File: src/rtl/alu_dual_rail_master_pkg.sv
// dr_alu_pkg: rail codes, FSM states and dual-rail encode/decode/completion helpers
package dr_alu_pkg;
    localparam int MAXP = 32;
    localparam logic [1:0] RAIL_NULL = 2'b00;
    localparam logic [1:0] RAIL_D0 = 2'b01;
    localparam logic [1:0] RAIL_D1 = 2'b10;
    localparam logic [1:0] RAIL_ILL = 2'b11;
    typedef enum logic [1:0] {ST_IDLE, ST_DATA, ST_NULL, ST_ERR} state_e;
    typedef logic [2*MAXP-1:0] rail_t;
    typedef logic [MAXP-1:0] bin_t;

    function automatic rail_t dr_encode(bin_t v, int n);
        rail_t r;
        r = '0;
        for (int i = 0; i < MAXP; i++)
            if (i < n) r[2*i +: 2] = v[i] ? RAIL_D1 : RAIL_D0;
        return r;
    endfunction

    function automatic bin_t dr_decode(rail_t r, int n);
        bin_t v;
        v = '0;
        for (int i = 0; i < MAXP; i++)
            if (i < n) v[i] = r[2*i +: 2] == RAIL_D1;
        return v;
    endfunction

    function automatic logic dr_complete(rail_t r, int n);
        logic ok;
        ok = 1'b1;
        for (int i = 0; i < MAXP; i++)
            if (i < n && (r[2*i +: 2] == RAIL_NULL || r[2*i +: 2] == RAIL_ILL)) ok = 1'b0;
        return ok;
    endfunction

    function automatic logic dr_is_null(rail_t r, int n);
        logic ok;
        ok = 1'b1;
        for (int i = 0; i < MAXP; i++)
            if (i < n && r[2*i +: 2] != RAIL_NULL) ok = 1'b0;
        return ok;
    endfunction

    function automatic logic dr_has_illegal(rail_t r, int n);
        logic hit;
        hit = 1'b0;
        for (int i = 0; i < MAXP; i++)
            if (i < n && r[2*i +: 2] == RAIL_ILL) hit = 1'b1;
        return hit;
    endfunction
endpackage

File: src/rtl/alu_dual_rail_master_if.sv
// alu_dual_rail_master_if: host valid/ready buses plus the dual-rail stage wires
interface alu_dual_rail_master_if #(
    parameter int W = 4
);
    logic in_valid;
    logic in_ready;
    logic [W-1:0] in_a;
    logic [W-1:0] in_b;
    logic in_op;
    logic [2*W-1:0] a;
    logic [2*W-1:0] b;
    logic [1:0] opr;
    logic ack_in;
    logic [2*W-1:0] soma;
    logic [1:0] of;
    logic [1:0] neg;
    logic [1:0] zero;
    logic ack_out;
    logic out_valid;
    logic out_ready;
    logic [W-1:0] out_res;
    logic out_of;
    logic out_neg;
    logic out_zero;
    logic err;

    modport master (
        input in_valid, in_a, in_b, in_op, soma, of, neg, zero, ack_out, out_ready,
        output in_ready, a, b, opr, ack_in, out_valid, out_res, out_of, out_neg, out_zero, err
    );
    modport slave (
        output in_valid, in_a, in_b, in_op, soma, of, neg, zero, ack_out, out_ready,
        input in_ready, a, b, opr, ack_in, out_valid, out_res, out_of, out_neg, out_zero, err
    );
endinterface

File: src/rtl/alu_dual_rail_master_sync.sv
// dr_sync_completion: synchronizer chain with a two-cycle stability filter for completion/null/illegal
module dr_sync_completion
    import dr_alu_pkg::*;
#(
    parameter int N = 2,
    parameter int SYNC_STAGES = 2
) (
    input  logic         clk,
    input  logic         rst_n,
    input  logic [N-1:0] din,
    output logic [N-1:0] value,
    output logic         complete,
    output logic         is_null,
    output logic         illegal
);
    logic [SYNC_STAGES-1:0][N-1:0] sync_q, sync_d;
    logic [N-1:0] prev_q, prev_d;
    logic stable;

    always_comb begin
        sync_d[0] = din;
        for (int i = 1; i < SYNC_STAGES; i++) sync_d[i] = sync_q[i-1];
        prev_d = sync_q[SYNC_STAGES-1];
    end

    always_ff @(posedge clk) begin
        if (!rst_n) begin
            sync_q <= '0;
            prev_q <= '0;
        end else begin
            sync_q <= sync_d;
            prev_q <= prev_d;
        end
    end

    assign value = sync_q[SYNC_STAGES-1];
    assign stable = value == prev_q;
    assign complete = stable && dr_complete(rail_t'(value), N / 2);
    assign is_null = stable && dr_is_null(rail_t'(value), N / 2);
    // a pair reads 11 in both cycles only if it survives the AND of the two samples
    assign illegal = dr_has_illegal(rail_t'(value & prev_q), N / 2);
endmodule

File: src/rtl/alu_dual_rail_master.sv
// alu_dual_rail_master: clocked four-phase NULL/DATA initiator for the dual-rail ALU stage
module alu_dual_rail_master
    import dr_alu_pkg::*;
#(
    parameter int W = 4,
    parameter int SYNC_STAGES = 2,
    parameter int TIMEOUT = 255
) (
    input logic clk,
    input logic rst_n,
    alu_dual_rail_master_if.master bus
);
    localparam int RN = 2 * (W + 3);
    localparam int CW = $clog2(TIMEOUT + 1);

    state_e state_q, state_d;
    logic [CW-1:0] cnt_q, cnt_d;
    logic [2*W-1:0] a_q, a_d, b_q, b_d;
    logic [1:0] opr_q, opr_d;
    logic ack_in_q, ack_in_d;
    logic in_ready_q, in_ready_d;
    logic out_valid_q, out_valid_d;
    logic err_q, err_d;
    logic [W-1:0] res_q, res_d;
    logic of_q, of_d, neg_q, neg_d, zero_q, zero_d;
    logic [RN-1:0] res_v;
    logic [W+2:0] dec;
    logic res_complete, res_null, res_illegal, ack_s;
    logic ack_unused_c, ack_unused_n, ack_unused_i;
    logic accept, timeout, capture;

    dr_sync_completion #(.N(RN), .SYNC_STAGES(SYNC_STAGES)) u_res (
        .clk(clk),
        .rst_n(rst_n),
        .din({bus.soma, bus.of, bus.neg, bus.zero}),
        .value(res_v),
        .complete(res_complete),
        .is_null(res_null),
        .illegal(res_illegal)
    );

    dr_sync_completion #(.N(1), .SYNC_STAGES(SYNC_STAGES)) u_ack (
        .clk(clk),
        .rst_n(rst_n),
        .din(bus.ack_out),
        .value(ack_s),
        .complete(ack_unused_c),
        .is_null(ack_unused_n),
        .illegal(ack_unused_i)
    );

    assign accept = bus.in_valid && in_ready_q;
    assign timeout = cnt_q == CW'(TIMEOUT - 1);
    assign capture = state_q == ST_DATA && state_d == ST_NULL;
    assign dec = (W + 3)'(dr_decode(rail_t'(res_v), W + 3));

    always_comb begin
        state_d = state_q;
        case (state_q)
            ST_IDLE: state_d = res_illegal ? ST_ERR : accept ? ST_DATA : ST_IDLE;
            ST_DATA: state_d = (res_illegal || timeout) ? ST_ERR : (!ack_s && res_complete) ? ST_NULL : ST_DATA;
            ST_NULL: state_d = (res_illegal || timeout) ? ST_ERR : (ack_s && res_null) ? ST_IDLE : ST_NULL;
            default: state_d = ST_ERR;
        endcase
    end

    always_comb begin
        cnt_d = (state_d != state_q) ? '0 : (state_q == ST_DATA || state_q == ST_NULL) ? cnt_q + CW'(1) : cnt_q;
        a_d = state_d != ST_DATA ? '0 : state_q == ST_IDLE ? (2*W)'(dr_encode(bin_t'(bus.in_a), W)) : a_q;
        b_d = state_d != ST_DATA ? '0 : state_q == ST_IDLE ? (2*W)'(dr_encode(bin_t'(bus.in_b), W)) : b_q;
        opr_d = state_d != ST_DATA ? RAIL_NULL : state_q == ST_IDLE ? (bus.in_op ? RAIL_D1 : RAIL_D0) : opr_q;
        ack_in_d = state_d != ST_NULL;
        err_d = state_d == ST_ERR;
        out_valid_d = capture || (out_valid_q && !bus.out_ready);
        in_ready_d = state_d == ST_IDLE && ack_s && !out_valid_d && !err_d;
        res_d = capture ? dec[W+2:3] : res_q;
        of_d = capture ? dec[2] : of_q;
        neg_d = capture ? dec[1] : neg_q;
        zero_d = capture ? dec[0] : zero_q;
    end

    always_ff @(posedge clk) begin
        if (!rst_n) begin
            state_q <= ST_IDLE;
            cnt_q <= '0;
            a_q <= '0;
            b_q <= '0;
            opr_q <= RAIL_NULL;
            ack_in_q <= 1'b1;
            in_ready_q <= 1'b0;
            out_valid_q <= 1'b0;
            err_q <= 1'b0;
            res_q <= '0;
            of_q <= 1'b0;
            neg_q <= 1'b0;
            zero_q <= 1'b0;
        end else begin
            state_q <= state_d;
            cnt_q <= cnt_d;
            a_q <= a_d;
            b_q <= b_d;
            opr_q <= opr_d;
            ack_in_q <= ack_in_d;
            in_ready_q <= in_ready_d;
            out_valid_q <= out_valid_d;
            err_q <= err_d;
            res_q <= res_d;
            of_q <= of_d;
            neg_q <= neg_d;
            zero_q <= zero_d;
        end
    end

    assign bus.a = a_q;
    assign bus.b = b_q;
    assign bus.opr = opr_q;
    assign bus.ack_in = ack_in_q;
    assign bus.in_ready = in_ready_q;
    assign bus.out_valid = out_valid_q;
    assign bus.err = err_q;
    assign bus.out_res = res_q;
    assign bus.out_of = of_q;
    assign bus.out_neg = neg_q;
    assign bus.out_zero = zero_q;
endmodule

File: src/flat_wrapper.sv
// flat-port wrapper written by rule: the top's interface ports become plain ports
module alu_dual_rail_master_flat import dr_alu_pkg::*;
#(
    parameter int W = 4,
    parameter int SYNC_STAGES = 2,
    parameter int TIMEOUT = 255
)
  (clk, rst_n, bus_in_valid, bus_in_a, bus_in_b, bus_in_op, bus_soma, bus_of, bus_neg, bus_zero, bus_ack_out, bus_out_ready, bus_in_ready, bus_a, bus_b, bus_opr, bus_ack_in, bus_out_valid, bus_out_res, bus_out_of, bus_out_neg, bus_out_zero, bus_err);
  alu_dual_rail_master_if #(.W(W)) bus_i ();
  input logic clk;
  input logic rst_n;
  input wire logic [$bits(bus_i.in_valid)-1:0] bus_in_valid;
  input wire logic [$bits(bus_i.in_a)-1:0] bus_in_a;
  input wire logic [$bits(bus_i.in_b)-1:0] bus_in_b;
  input wire logic [$bits(bus_i.in_op)-1:0] bus_in_op;
  input wire logic [$bits(bus_i.soma)-1:0] bus_soma;
  input wire logic [$bits(bus_i.of)-1:0] bus_of;
  input wire logic [$bits(bus_i.neg)-1:0] bus_neg;
  input wire logic [$bits(bus_i.zero)-1:0] bus_zero;
  input wire logic [$bits(bus_i.ack_out)-1:0] bus_ack_out;
  input wire logic [$bits(bus_i.out_ready)-1:0] bus_out_ready;
  output wire logic [$bits(bus_i.in_ready)-1:0] bus_in_ready;
  output wire logic [$bits(bus_i.a)-1:0] bus_a;
  output wire logic [$bits(bus_i.b)-1:0] bus_b;
  output wire logic [$bits(bus_i.opr)-1:0] bus_opr;
  output wire logic [$bits(bus_i.ack_in)-1:0] bus_ack_in;
  output wire logic [$bits(bus_i.out_valid)-1:0] bus_out_valid;
  output wire logic [$bits(bus_i.out_res)-1:0] bus_out_res;
  output wire logic [$bits(bus_i.out_of)-1:0] bus_out_of;
  output wire logic [$bits(bus_i.out_neg)-1:0] bus_out_neg;
  output wire logic [$bits(bus_i.out_zero)-1:0] bus_out_zero;
  output wire logic [$bits(bus_i.err)-1:0] bus_err;
  assign bus_i.in_valid = bus_in_valid;
  assign bus_i.in_a = bus_in_a;
  assign bus_i.in_b = bus_in_b;
  assign bus_i.in_op = bus_in_op;
  assign bus_i.soma = bus_soma;
  assign bus_i.of = bus_of;
  assign bus_i.neg = bus_neg;
  assign bus_i.zero = bus_zero;
  assign bus_i.ack_out = bus_ack_out;
  assign bus_i.out_ready = bus_out_ready;
  assign bus_in_ready = bus_i.in_ready;
  assign bus_a = bus_i.a;
  assign bus_b = bus_i.b;
  assign bus_opr = bus_i.opr;
  assign bus_ack_in = bus_i.ack_in;
  assign bus_out_valid = bus_i.out_valid;
  assign bus_out_res = bus_i.out_res;
  assign bus_out_of = bus_i.out_of;
  assign bus_out_neg = bus_i.out_neg;
  assign bus_out_zero = bus_i.out_zero;
  assign bus_err = bus_i.err;
  alu_dual_rail_master #(.W(W), .SYNC_STAGES(SYNC_STAGES), .TIMEOUT(TIMEOUT)) u_core (.clk(clk), .rst_n(rst_n), .bus(bus_i));
endmodule
File: config.mk
export PLATFORM = sky130hd
export DESIGN_NAME = alu_dual_rail_master_flat
export DESIGN_NICKNAME = d
export VERILOG_FILES = /design/src/rtl/alu_dual_rail_master_pkg.sv /design/src/rtl/alu_dual_rail_master_if.sv /design/src/rtl/alu_dual_rail_master_sync.sv /design/src/rtl/alu_dual_rail_master.sv /design/src/flat_wrapper.sv
export SDC_FILE = /design/constraint.sdc
export NUM_CORES = 1
export LEC_CHECK = 0
export CORE_MARGIN = 2
export CORE_UTILIZATION = 57
export DETAILED_ROUTE_END_ITERATION = 12
export MAX_ROUTING_LAYER = met4
export PLACE_DENSITY = 0.85
export SLEW_MARGIN = 20
export SYNTH_ARGS = -nofsm -noshare
export SYNTH_HDL_FRONTEND = slang
export SYNTH_SLANG_ARGS = --single-unit
File: constraint.sdc
create_clock -name clk -period 5.26 [get_ports clk]
set_input_delay 1.578 -clock clk [delete_from_list [all_inputs] [get_ports clk]]
set_output_delay 1.578 -clock clk [all_outputs]
set_load 0.01 [all_outputs]
==> run_1/wires.png <==
Bar = 20 um.
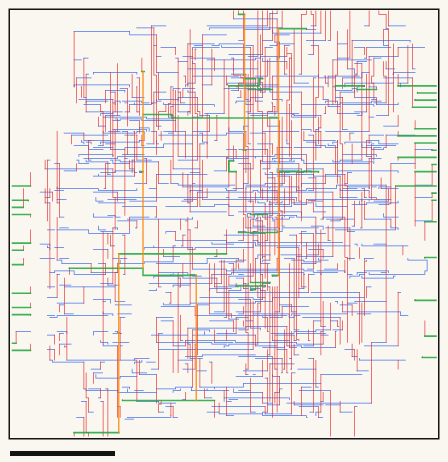
orange -> metal 4  # wire length 168 um
green -> metal 3  # wire length 267 um
red -> metal 2  # wire length 2700 um
blue -> metal 1  # wire length 2840 um
wirelength, routed: 5970 um
overall global routing resource usage: 0.211

==> run_1/sizes.png <==
Bar = 20 um.
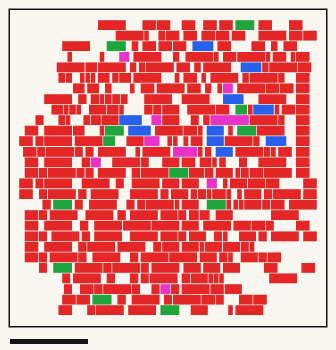
magenta -> _3 and _4 cells  # cells 9, most used clkinvlp_4
blue -> _2 cells  # cells 10, most used a2111oi_2
green -> _6 and larger  # cells 12, most used clkbuf_8
red -> _0 and _1 cells  # cells 349, most used dfxtp_1
area growth from synthesis to layout: 23.1%
finished layout cell area: 4210 um^2
non-clock buffer count: 58
Final Worst Setup Slack: 2.09 ns

==> report_table.html, run 1 <==
<p>Metrics extracted from the flow reports.</p>
<table>
<tr><th>Metric</th><th>Value</th></tr>
<tr><th colspan="2">Final timing</th></tr>
<tr><td>Unrepaired setup endpoints after global routing</td><td>no</td></tr>
<tr><td>Slew at the pin with the worst max-slew slack</td><td>between 0.9 and 1 ns</td></tr>
<tr><td>Total count of max-transition violations in the final report</td><td>0</td></tr>
<tr><th colspan="2">Setup path</th></tr>
<tr><td>Cell-by-cell trace of the critical path</td><td>clkdlybuf4s50_1 -&gt; nand2_4 -&gt; a2111oi_2</td></tr>
<tr><td>Reg-to-reg critical path endpoint</td><td>u_core.cnt_q[6]</td></tr>
<tr><td>Top fanout value on the critical path</td><td>37</td></tr>
<tr><td>Crit-path slowest cell</td><td>sky130_fd_sc_hd__clkdlybuf4s50_1</td></tr>
<tr><td>Largest delay share family, worst path</td><td>buffers and inverters</td></tr>
<tr><td>Startpoint of the worst setup timing path</td><td>rst_n</td></tr>
<tr><td>Required time reported for the critical path endpoint</td><td>5.51 ns</td></tr>
<tr><td>Critical Path Sink Type</td><td>flop</td></tr>
<tr><td>CP Depth</td><td>3</td></tr>
<tr><th colspan="2">Layout</th></tr>
<tr><td>Total Nets Final</td><td>around 440</td></tr>
<tr><td>Non-clock inverters</td><td>23</td></tr>
<tr><td>Most used logic cell in the final layout</td><td>sky130_fd_sc_hd__dfxtp_1</td></tr>
<tr><td>Clock tree cell share of total cell area</td><td>0.0440</td></tr>
<tr><td>Diodes inserted</td><td>0</td></tr>
<tr><td>Flop count</td><td>83</td></tr>
<tr><td>Sequential cell area share</td><td>0.395</td></tr>
<tr><td>Comb area share</td><td>0.381</td></tr>
<tr><td>Multi-input combinational cell area</td><td>1600 um^2</td></tr>
<tr><th colspan="2">Placed design</th></tr>
<tr><td>Half-perimeter wire length of the detailed placement result</td><td>around 4400 um</td></tr>
<tr><td>Cell count after placement</td><td>439</td></tr>
<tr><td>Routability cong.</td><td>~0.85</td></tr>
<tr><td>Input/output buffers</td><td>between 50 and 60</td></tr>
<tr><td>Worst slack, placed</td><td>~1.7 ns</td></tr>
<tr><th colspan="2">Job</th></tr>
<tr><td>Reported max-cap violation count</td><td>0</td></tr>
<tr><th colspan="2">Synth</th></tr>
<tr><td>Post-synthesis adder-cell area fraction</td><td>0.125</td></tr>
<tr><td>Compound Share, Synth</td><td>0.0579</td></tr>
<tr><td>Chip area line of the yosys report</td><td>3420 um^2</td></tr>
<tr><td>Leading register cell type out of synthesis</td><td>sky130_fd_sc_hd__dfxtp_1</td></tr>
<tr><td>Area contributors post-synth</td><td>sky130_fd_sc_hd__dfxtp_1, sky130_fd_sc_hd__ha_1, sky130_fd_sc_hd__and2_1</td></tr>
<tr><td>Xor/xnor share</td><td>0.0275</td></tr>
<tr><td>Post-synthesis register bit count</td><td>between 80 and 90</td></tr>
<tr><td>Top-area cell share</td><td>0.486</td></tr>
<tr><td>Most frequent cells after synthesis</td><td>sky130_fd_sc_hd__dfxtp_1, sky130_fd_sc_hd__and2_1, sky130_fd_sc_hd__ha_1</td></tr>
<tr><td>Dominant kind of combinational cell</td><td>simple AND/OR/NAND/NOR gates</td></tr>
<tr><td>Library cell occupying the most area in the post-synthesis netlist</td><td>sky130_fd_sc_hd__dfxtp_1</td></tr>
<tr><th colspan="2">Drt</th></tr>
<tr><td>Met3 routed wirelength</td><td>approximately 270 um</td></tr>
<tr><td>Average detailed-routed wire length per instance</td><td>approximately 13 um</td></tr>
<tr><td>Antenna-violating nets left</td><td>0</td></tr>
<tr><td>Via count normalized by instance count</td><td>around 5</td></tr>
<tr><td>Met2 wire length</td><td>between 2000 and 3000 um</td></tr>
<tr><th colspan="2">Power</th></tr>
<tr><td>P_seq</td><td>~0.65 mW</td></tr>
<tr><td>Sw Share</td><td>0.239</td></tr>
<tr><td>Power per Cell Area</td><td>273 nW/um^2</td></tr>
<tr><td>Internal power</td><td>slightly below 0.9 mW</td></tr>
<tr><td>Combinational share of power</td><td>0.066</td></tr>
<tr><td>Switching pwr</td><td>between 0.2 and 0.3 mW</td></tr>
<tr><th colspan="2">Status</th></tr>
<tr><td>Status</td><td>completed</td></tr>
<tr><th colspan="2">Die</th></tr>
<tr><td>Overall die area</td><td>roughly 6600 um^2</td></tr>
<tr><td>Well-Tap Cells</td><td>75</td></tr>
<tr><th colspan="2">Global routing</th></tr>
<tr><td>First-pass GRT wire length</td><td>10100 um</td></tr>
<tr><td>Fraction of met2 tracks used by global routing</td><td>0.314</td></tr>
<tr><td>Residual overflow from global routing</td><td>0</td></tr>
<tr><td>Vias in the first global route</td><td>roughly 2200</td></tr>
<tr><th colspan="2">Clock network</th></tr>
<tr><td>CTS max path bufs</td><td>2</td></tr>
<tr><td>Count of cells resized by post-cts repair</td><td>0</td></tr>
<tr><td>Clock sink count</td><td>between 80 and 90</td></tr>
<tr><td># Post-CTS Setup Buffers</td><td>0</td></tr>
<tr><td>Clock-pin transition on the worst setup and hold timing paths</td><td>~0.08 ns</td></tr>
<tr><th colspan="2">Min path</th></tr>
<tr><td>Hold_sp</td><td>u_core.u_res.sync_d[17]</td></tr>
<tr><td>Hold crit path type</td><td>flop to flop</td></tr>
</table>
==> run_1/layer_met3.png <==
Bar = 20 um.
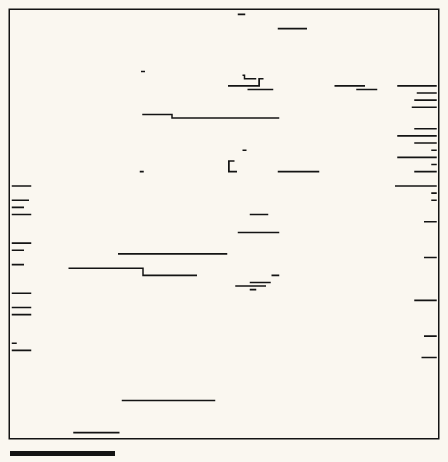
longest straight run = 20.5 um
main direction = horizontal
nets with wire on the layer = 43
wire length on this layer = 267 um
share of all routed wire = 4.5%
met3 Use GR: 0.0505
routed via count: 2322

==> run_1/placement.png <==
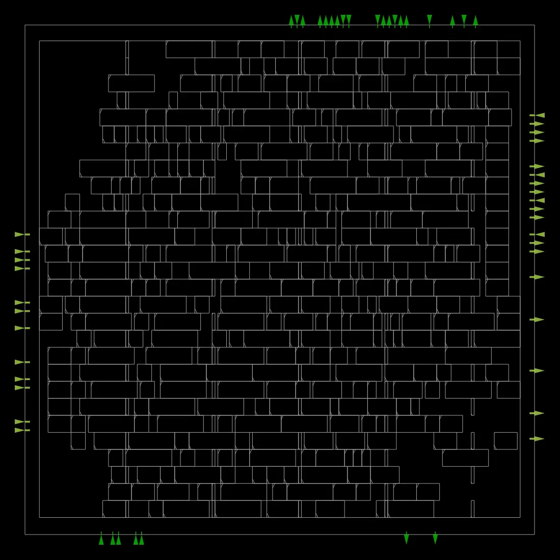

==> run 1 -> run 2 <==
--- a/config.mk
+++ b/config.mk
@@ -6,10 +6,10 @@
 export NUM_CORES = 1
 export LEC_CHECK = 0
 export CORE_MARGIN = 2
-export CORE_UTILIZATION = 57
+export CORE_UTILIZATION = 47
 export DETAILED_ROUTE_END_ITERATION = 12
 export MAX_ROUTING_LAYER = met4
-export PLACE_DENSITY = 0.85
+export PLACE_DENSITY = 0.75
 export SLEW_MARGIN = 20
 export SYNTH_ARGS = -nofsm -noshare
 export SYNTH_HDL_FRONTEND = slang
==> constraint.sdc (replaced) <==
create_clock -name clk -period 2.8 [get_ports clk]
set_input_delay 0.84 -clock clk [delete_from_list [all_inputs] [get_ports clk]]
set_output_delay 0.84 -clock clk [all_outputs]
set_load 0.01 [all_outputs]
==> run_2/placement.png <==
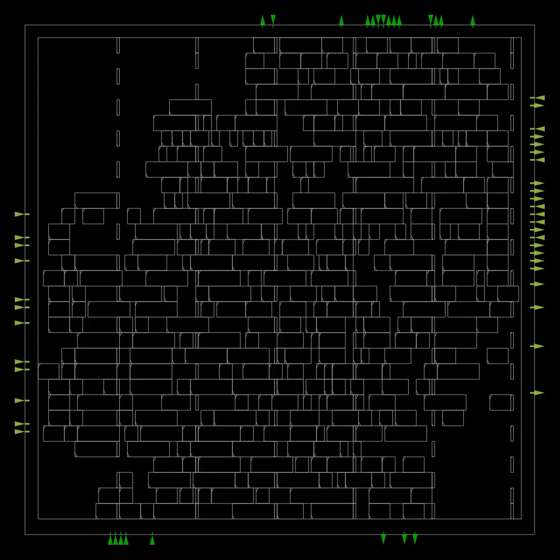
non-filler cells in the finished layout: 480
fillcell total: 611
Well-Tap Cells: 99
flop count: 83

==> run_2/io_placement.png <==
Bar = 20 um. Pins as bars across the die edge, other pins in gray.
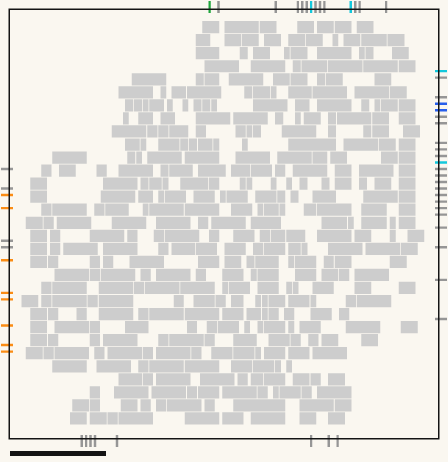
cyan -> bus_in_b  # pins 4, direction input, edge 2 right, 2 top
green -> bus_out_valid  # pins 1, direction output, edge top
orange -> bus_soma  # pins 8, direction input, edge left
blue -> bus_opr  # pins 2, direction output, edge right
all pins by edge = 23 right, 14 top, 12 left, 8 bottom
input/output buffers: 56
overall die width: 89.3 um

==> run 2 against run 1 <==
Net effect: clock skew barely moved; design area rose by 1.9%; critical path depth up 4; sequential power rose by 88%; final cell count is 5.5% higher; worst hold slack better by 0.0027 ns; power grew 98%; routed wire length decreased by 4.3%; clock-buffer cell count did not move; clock power is 120% higher; synthesized cell count stayed put; critical endpoint is now u_core.cnt_q[3].
==> report_table.html, run 2 <==
<p>Metrics extracted from the flow reports.</p>
<table>
<tr><th>Metric</th><th>Value</th></tr>
<tr><th colspan="2">Status</th></tr>
<tr><td>Status</td><td>completed</td></tr>
<tr><th colspan="2">Power</th></tr>
<tr><td>Power per Cell Area</td><td>531 nW/um^2 (+95%)</td></tr>
<tr><td>Sw Share</td><td>0.233 (-0.00601)</td></tr>
<tr><td>P_seq</td><td>1.23 mW (+88%)</td></tr>
<tr><td>Internal power</td><td>1.75 mW (+100%)</td></tr>
<tr><td>Combinational share of power</td><td>0.063 (-0.003)</td></tr>
<tr><th colspan="2">Setup path</th></tr>
<tr><td>Largest delay share family, worst path</td><td>simple AND/OR/NAND/NOR gates</td></tr>
<tr><td>Top fanout value on the critical path</td><td>22 (-41%)</td></tr>
<tr><td>Required time reported for the critical path endpoint</td><td>3.03 ns (-2.48 ns)</td></tr>
<tr><td>Crit-path slowest cell</td><td>sky130_fd_sc_hd__dfxtp_1</td></tr>
<tr><td>Critical Path Sink Type</td><td>flop</td></tr>
<tr><td>Reg-to-reg critical path endpoint</td><td>u_core.cnt_q[3]</td></tr>
<tr><td>Startpoint of the worst setup timing path</td><td>u_core.u_res.value[1]</td></tr>
<tr><td>CP Depth</td><td>7 (+4)</td></tr>
<tr><td>Cell-by-cell trace of the critical path</td><td>ha_1 -&gt; nor4_1 -&gt; nand4_1 -&gt; nand4bb_1 -&gt; a22o_4 -&gt; xnor2_2 -&gt; nor3_1</td></tr>
<tr><th colspan="2">Synth</th></tr>
<tr><td>Multiplexer fraction of the synthesized cell area</td><td>0.0557</td></tr>
<tr><td>Post-synthesis adder-cell area fraction</td><td>0.125 (unchanged)</td></tr>
<tr><td>Dominant kind of combinational cell</td><td>simple AND/OR/NAND/NOR gates</td></tr>
<tr><td>Chip area line of the yosys report</td><td>3420 um^2 (unchanged)</td></tr>
<tr><td>Top-area cell share</td><td>0.486 (unchanged)</td></tr>
<tr><td>Compound Share, Synth</td><td>0.0579 (unchanged)</td></tr>
<tr><td>Most frequent cells after synthesis</td><td>sky130_fd_sc_hd__dfxtp_1, sky130_fd_sc_hd__and2_1, sky130_fd_sc_hd__ha_1</td></tr>
<tr><td>Library cell occupying the most area in the post-synthesis netlist</td><td>sky130_fd_sc_hd__dfxtp_1</td></tr>
<tr><td>Area contributors post-synth</td><td>sky130_fd_sc_hd__dfxtp_1, sky130_fd_sc_hd__ha_1, sky130_fd_sc_hd__and2_1</td></tr>
<tr><td>Leading register cell type out of synthesis</td><td>sky130_fd_sc_hd__dfxtp_1</td></tr>
<tr><td>Post-synthesis register bit count</td><td>83 (unchanged)</td></tr>
<tr><th colspan="2">Drt</th></tr>
<tr><td>Antenna-violating nets left</td><td>0 (unchanged)</td></tr>
<tr><td>Met3 routed wirelength</td><td>276 um (+3.8%)</td></tr>
<tr><td>Routed via count</td><td>2260 (-2.7%)</td></tr>
<tr><td>Met2 wire length</td><td>2430 um (-9.8%)</td></tr>
<tr><td>Via count normalized by instance count</td><td>4.71 (-7.7%)</td></tr>
<tr><td>Average detailed-routed wire length per instance</td><td>11.9 um (-9.3%)</td></tr>
<tr><td>Wirelength, routed</td><td>5710 um (-4.3%)</td></tr>
<tr><th colspan="2">Job</th></tr>
<tr><td>Number of logged tool warnings</td><td>37</td></tr>
<tr><td>Reported max-cap violation count</td><td>0 (unchanged)</td></tr>
<tr><th colspan="2">Placed design</th></tr>
<tr><td>Routability cong.</td><td>0.826 (-2.9%)</td></tr>
<tr><td>Total cell area at the placement stage</td><td>about 4100 um^2</td></tr>
<tr><td>Cell count after placement</td><td>464 (+5.7%)</td></tr>
<tr><td>Half-perimeter wire length of the detailed placement result</td><td>4020 um (-8.0%)</td></tr>
<tr><td>Worst slack, placed</td><td>0.297 ns (-1.40 ns)</td></tr>
<tr><th colspan="2">Layout</th></tr>
<tr><td>Most used logic cell in the final layout</td><td>sky130_fd_sc_hd__dfxtp_1</td></tr>
<tr><td>Non-clock inverters</td><td>23 (unchanged)</td></tr>
<tr><td>Clock tree cell share of total cell area</td><td>0.0499 (+0.00591)</td></tr>
<tr><td>Multi-input combinational cell area</td><td>1600 um^2 (unchanged)</td></tr>
<tr><td>Finished layout cell area</td><td>4280 um^2 (+1.9%)</td></tr>
<tr><td>Sequential cell area share</td><td>0.388 (-0.00727)</td></tr>
<tr><th colspan="2">Clock network</th></tr>
<tr><td>Clock sink count</td><td>83 (unchanged)</td></tr>
<tr><td># Post-CTS Setup Buffers</td><td>0 (unchanged)</td></tr>
<tr><td>Count of cells resized by post-cts repair</td><td>0 (unchanged)</td></tr>
<tr><td>Clock-pin transition on the worst setup and hold timing paths</td><td>0.09 ns (about the same)</td></tr>
<tr><th colspan="2">Global routing</th></tr>
<tr><td>Vias in the first global route</td><td>2025 (-8.4%)</td></tr>
<tr><td>Met3 Use GR</td><td>0.0434 (-0.00715)</td></tr>
<tr><td>Overall global routing resource usage</td><td>0.159 (-0.0519)</td></tr>
<tr><td>First-pass GRT wire length</td><td>9350 um (-7.5%)</td></tr>
<tr><td>Residual overflow from global routing</td><td>0 (unchanged)</td></tr>
<tr><th colspan="2">Min path</th></tr>
<tr><td>Hold_sp</td><td>u_core.u_res.sync_d[20]</td></tr>
<tr><th colspan="2">Final timing</th></tr>
<tr><td>Slew at the pin with the worst max-slew slack</td><td>0.406 ns (-0.513 ns)</td></tr>
<tr><td>Unrepaired setup endpoints after global routing</td><td>no</td></tr>
<tr><td>Total count of max-transition violations in the final report</td><td>0 (unchanged)</td></tr>
<tr><td>Final Worst Setup Slack</td><td>0.314 ns (-1.77 ns)</td></tr>
<tr><th colspan="2">Die</th></tr>
<tr><td>Overall die area</td><td>7970 um^2 (+20%)</td></tr>
</table>
Power figures rest on the tool's default switching activity, not on a simulated workload.
